[config.mk]
export PLATFORM = sky130hd
export DESIGN_NAME = cla16_adder
export DESIGN_NICKNAME = d
export VERILOG_FILES = /design/src/rtl/cla16_adder.sv
export SDC_FILE = /design/constraint.sdc
export NUM_CORES = 1
export LEC_CHECK = 0
export ABC_AREA = 1
export CORE_MARGIN = 2
export CORE_UTILIZATION = 35
export CTS_CLUSTER_SIZE = 24
export DETAILED_ROUTE_END_ITERATION = 8
export GPL_TIMING_DRIVEN = 0
export PLACE_DENSITY = 0.66
export SYNTH_ARGS = -nofsm -noshare
export SYNTH_HDL_FRONTEND = slang
export SYNTH_SLANG_ARGS = --single-unit
[constraint.sdc]
create_clock -name clk -period 4.75 [get_ports clk]
set_input_delay 0.7125 -clock clk [delete_from_list [all_inputs] [get_ports clk]]
set_output_delay 0.7125 -clock clk [all_outputs]
set_load 0.005 [all_outputs]
[src/rtl/cla16_adder.sv]
// Registered 16-bit adder built from four 4-bit carry-lookahead groups and a
// second-level lookahead unit; {cout, sum} is captured one cycle after a/b.
module cla16_adder (
  input  logic        clk,
  input  logic        rst,
  input  logic [15:0] a,
  input  logic [15:0] b,
  output logic [15:0] sum,
  output logic        cout
);

  logic        cin;
  logic [15:0] g, p, c;
  logic [3:0]  gg, gp;
  logic [4:0]  gc;
  logic [15:0] sum_d, sum_q;
  logic        cout_d, cout_q;

  // Kept as a named net so the full lookahead equations stay uniform.
  assign cin = 1'b0;
  assign g   = a & b;
  assign p   = a ^ b;

  for (genvar j = 0; j < 4; j++) begin : g_group
    localparam int unsigned B = 4 * j;

    assign gg[j] = g[B+3] | (p[B+3] & g[B+2]) | (p[B+3] & p[B+2] & g[B+1])
                 | (p[B+3] & p[B+2] & p[B+1] & g[B]);
    assign gp[j] = p[B+3] & p[B+2] & p[B+1] & p[B];

    assign c[B]   = gc[j];
    assign c[B+1] = g[B] | (p[B] & gc[j]);
    assign c[B+2] = g[B+1] | (p[B+1] & g[B]) | (p[B+1] & p[B] & gc[j]);
    assign c[B+3] = g[B+2] | (p[B+2] & g[B+1]) | (p[B+2] & p[B+1] & g[B])
                  | (p[B+2] & p[B+1] & p[B] & gc[j]);
  end

  // Second-level lookahead: every group carry-in is a flat sum of products.
  assign gc[0] = cin;
  assign gc[1] = gg[0] | (gp[0] & cin);
  assign gc[2] = gg[1] | (gp[1] & gg[0]) | (gp[1] & gp[0] & cin);
  assign gc[3] = gg[2] | (gp[2] & gg[1]) | (gp[2] & gp[1] & gg[0])
               | (gp[2] & gp[1] & gp[0] & cin);
  assign gc[4] = gg[3] | (gp[3] & gg[2]) | (gp[3] & gp[2] & gg[1])
               | (gp[3] & gp[2] & gp[1] & gg[0])
               | (gp[3] & gp[2] & gp[1] & gp[0] & cin);

  always_comb begin
    sum_d  = p ^ c;
    cout_d = gc[4];
  end

  always_ff @(posedge clk) begin
    if (rst) begin
      sum_q  <= 16'h0000;
      cout_q <= 1'b0;
    end else begin
      sum_q  <= sum_d;
      cout_q <= cout_d;
    end
  end

  assign sum  = sum_q;
  assign cout = cout_q;

endmodule

Figure 1. The clock network (run 1).
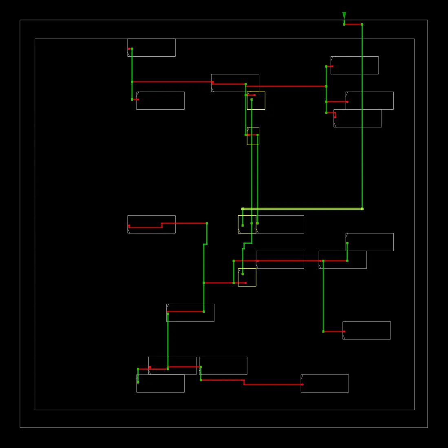
clk sinks: 17
clock group power: 0.0801 mW
clk_buf instances: 3
CTS buffer count: 3

Figure 2. Logic cells by family (run 1).
Drawn at 4 px/um.
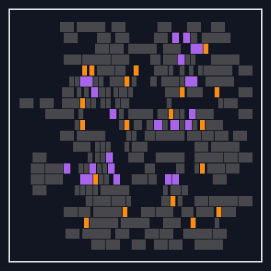
orange -> nor cells  # cells 19, most used nor2_1
purple -> aoi and oai cells  # cells 20, most used a21oi_1

Figure 3. Power grid (run 1).
Drawn at 6 px/um. Pins as bars on the die edge.
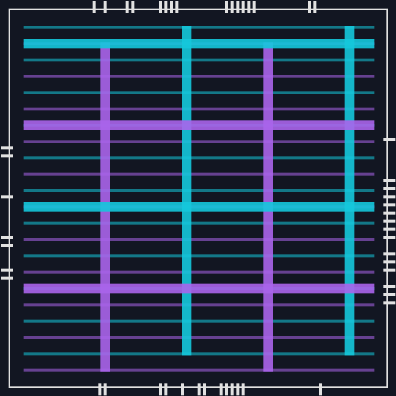
purple -> VSS
cyan -> VDD
met5 straps = 4
met4 straps = 4

Figure 4. Clock distribution (run 1).
Drawn at 4 px/um.
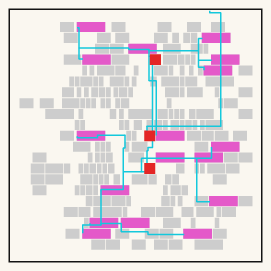
magenta -> flip-flops  # count 17
cyan -> clock wires  # length 275 um
red -> clock-net drivers  # count 3
routed clock nets = 4

==> GITHUB_STEP_SUMMARY, run 1 <==
### Flow metrics

| Metric | Value |
|---|---|
| PostCTS Resize Cnt | `0` |
| DR WL/cell | `10.31 um` |
| CTS Hold Bufs | `0` |
| Yosys top cell by instances | `nand2_1` |
| Complex-gate fraction of the synthesized area | `0.1036` |
| Top cells, area | `dfxtp_1 (28%), ha_1 (17%), nand2_1 (8.7%)` |
| I/O pin total | `51` |
| Outcome | `finished, final reports clean` |
| Synth async-reset ratio | `0` |
| Comb/total area | `0.4250` |
| Adder share | `0.2321` |
| Layout overhead on the synthesized area | `48.50%` |
| Top logic family | `simple AND/OR/NAND/NOR gates` |
| Die W | `62.74 um` |
| Max reg flops | `16` |
| Syn. warnings | `0` |
| RSZ-0062 raised after global routing | `no` |
| Top Metal Used | `met4` |
| Worst path bufs/invs | `1` |
| Worst slew pin tran | `521.3 ps` |
==> run 2, diff against run 1 <==
- clock period: 4.75 -> 2.4 ns (I/O delays scaled with it)
Figure 5. The clock network (run 2).
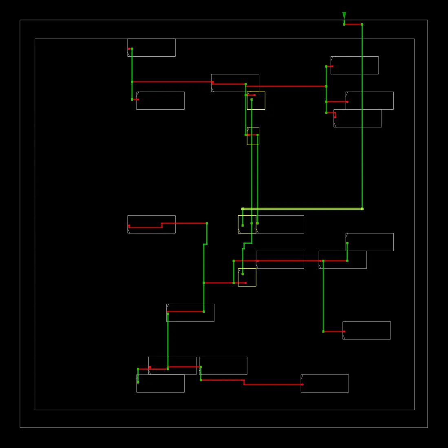
FF+latch count: 17
clock group power: 0.159 mW

Figure 6. Routed metal, one color a layer (run 2).
Drawn at 8 px/um.
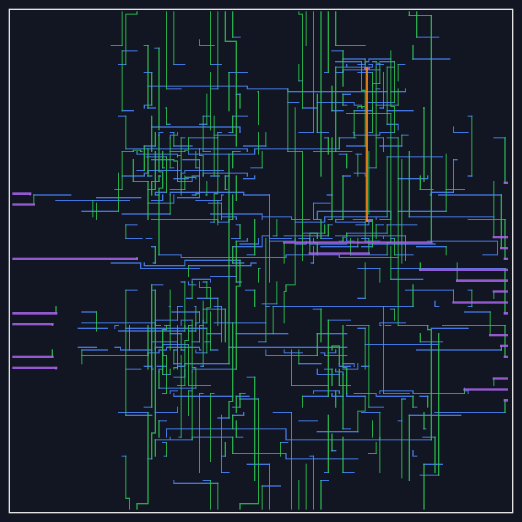
purple -> M3  # wire length 105 um
green -> M2  # wire length 1360 um
blue -> M1  # wire length 1150 um
orange -> M4  # wire length 19.0 um

==> run 2 against run 1 <==
Die size unchanged. Global-route usage is the same. Utilization did not move. Clock power is 99% higher. Worst hold slack worse by 350 ps. Sequential share of layout area unchanged. Final cell count unchanged. Synthesized cell count is the same. Combinational power increased by 98%. Power grew 98%. Via count unchanged. Critical path type unchanged. Critical endpoint unchanged.
==> GITHUB_STEP_SUMMARY, run 2 <==
### Flow metrics

| Metric | Value |
|---|---|
| Outcome | `finished, final reports clean` |
| Dominant register cell | `dfxtp_1` |
| Worst path bufs/invs | `1 (unchanged)` |
| Leading cell kind | `multi-input combinational cells` |
| N_taps | `46` |
| Total power | `0.8185 mW` |
| RSZ-0062 raised after global routing | `no` |
| Clk_buf instances | `3 (unchanged)` |
| Hold endpoint | `sum[0]` |
| Layout overhead on the synthesized area | `48.50% (unchanged)` |
| Complex-gate fraction of the synthesized area | `0.1036 (unchanged)` |
| Slew Limit Fails | `0` |
| Iteration-0 DRC Markers | `31` |
| Synth async-reset ratio | `0 (unchanged)` |
| Top logic family | `simple AND/OR/NAND/NOR gates` |
| Clk sinks | `17 (unchanged)` |
| Tool Warnings | `26` |
| Top Metal Used | `met4` |
| CTS buffer count | `3 (unchanged)` |
| Most used cell, CP | `nand2_2` |
| CTS Hold Bufs | `0 (unchanged)` |
| Worst slew pin tran | `521.3 ps (unchanged)` |
| H-tree Lvls | `1` |
| Max reg flops | `16 (unchanged)` |
| Worst slew margin | `0.6525` |
| Syn. warnings | `0 (unchanged)` |
| Yosys top cell by instances | `nand2_1` |
| Comb/total area | `0.4250 (unchanged)` |
| CP top delay family | `adder cells` |
| First-pass GRT wire length | `4643 um` |
| Hold Crit Depth | `4` |
| Finished Layout Cells | `around 260` |
| Total Routing Usage GR | `0.1482` |
| Top cells, area | `dfxtp_1 (28%), ha_1 (17%), nand2_1 (8.7%)` |
| CP max FO | `5` |
| Adder share | `0.2321 (unchanged)` |
| DR WL/cell | `10.31 um (unchanged)` |
| I/O pin total | `51 (unchanged)` |
| PostCTS Resize Cnt | `0 (unchanged)` |
| NumNets Final | `265` |
| Grt met2 use | `0.2675` |
| Die W | `62.74 um (unchanged)` |
| Vias in the first global route | `1137` |
Figure 7. Clock distribution (run 2).
Drawn at 4 px/um.
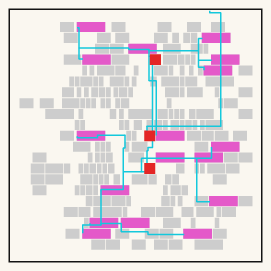
cyan -> clock wires  # length 275 um
magenta -> flip-flops  # count 17
red -> clock-net drivers  # count 3
routed clock nets = 4

==> run 3, diff against run 2 <==
- CORE_UTILIZATION: 35 -> 42
- PLACE_DENSITY: 0.66 -> 0.77
Figure 8. Logic cells by family (run 3).
Drawn at 4 px/um.
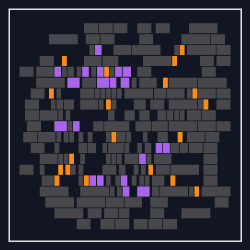
purple -> aoi and oai cells  # cells 20, most used a21oi_1
orange -> nor cells  # cells 19, most used nor2_1

Figure 9. The clock network (run 3).
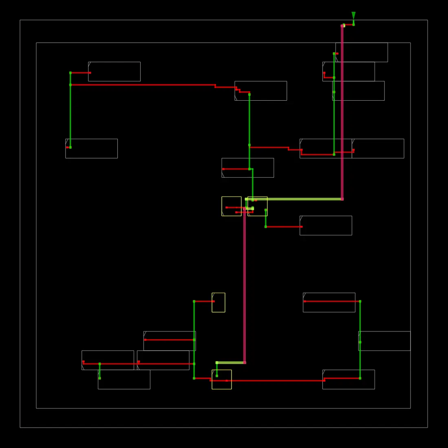
clock group power: 0.160 mW

==> run 3 against run 2 <==
Final area decreased by 1.0%. Critical path type unchanged. Synthesized cell count is the same. Sequential cell count unchanged. Power is 0.29% higher. Die size fell by 16%. Utilization is 11 points higher. Worst setup slack worse by 15 ps. Critical endpoint unchanged.
==> GITHUB_STEP_SUMMARY, run 3 <==
### Flow metrics

| Metric | Value |
|---|---|
| I/O pin total | `51 (unchanged)` |
| CTS buffer count | `3 (unchanged)` |
| Max reg flops | `16 (unchanged)` |
| Top cells, area | `dfxtp_1 (28%), ha_1 (17%), nand2_1 (8.7%)` |
| Comb/total area | `0.4295 (+0.004496)` |
| N_taps | `31 (-33%)` |
| CP max FO | `5 (unchanged)` |
| Met3 Track Usage GR | `0.02902` |
| Clk sinks | `17 (unchanged)` |
| Top logic family | `simple AND/OR/NAND/NOR gates` |
| Yosys top cell by instances | `nand2_1` |
| RSZ-0062 raised after global routing | `no` |
| Outcome | `finished, final reports clean` |
| Tool Warnings | `26 (unchanged)` |
| Max-Cap Viols | `0` |
| Worst Hold Class | `in -> reg` |
| Grt met2 use | `0.3458 (+0.07831)` |
| First-pass GRT wire length | `4726 um (+1.8%)` |
| Adder share | `0.2321 (unchanged)` |
| Synth async-reset ratio | `0 (unchanged)` |
| NumNets Final | `265 (unchanged)` |
| Syn. warnings | `0 (unchanged)` |
| Complex-gate fraction of the synthesized area | `0.1036 (unchanged)` |
| Finished Layout Cells | `241 (-5.9%)` |
| PostCTS Resize Cnt | `0 (unchanged)` |
| Iteration-0 DRC Markers | `13 (-58%)` |
| Hold_ws | `758.1 ps` |
| Layout overhead on the synthesized area | `46.94%` |
| FF+latch count | `17 (unchanged)` |
| Vias in the first global route | `1207 (+6.2%)` |
| Leading cell kind | `multi-input combinational cells` |
| Hold Crit Depth | `4 (unchanged)` |
| CTS Hold Bufs | `0 (unchanged)` |
| Worst slew pin tran | `476.8 ps (-44.45 ps)` |
| Total power | `0.8209 mW (+0.29%)` |
| Top Metal Used | `met4` |
| Die H | `57.62 um` |
| Slew Limit Fails | `0 (unchanged)` |
| Worst slew margin | `0.6821 (+0.02963)` |
| CP top delay family | `adder cells` |
| Worst path bufs/invs | `1 (unchanged)` |
| Fraction of cell area in non-clock buffers | `0.2842` |
| DR WL/cell | `11.28 um (+9.4%)` |
| H-tree Lvls | `1 (unchanged)` |
| Hold endpoint | `sum[14]` |
| Total Routing Usage GR | `0.1775 (+0.02929)` |
Figure 10. Routed metal, one color a layer (run 3).
Drawn at 8 px/um.
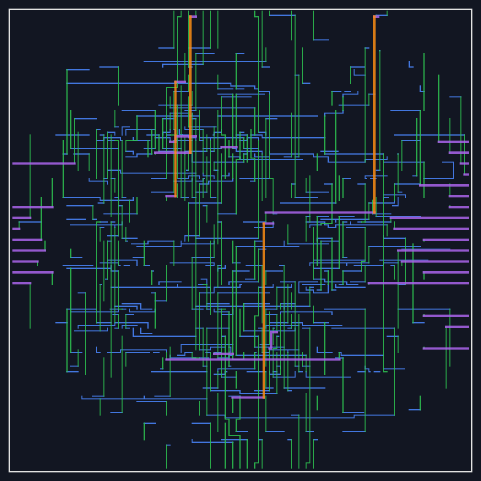
orange -> M4  # wire length 77.5 um
green -> M2  # wire length 1420 um
blue -> M1  # wire length 1040 um
purple -> M3  # wire length 181 um

Power and IR drop assume default switching activity.
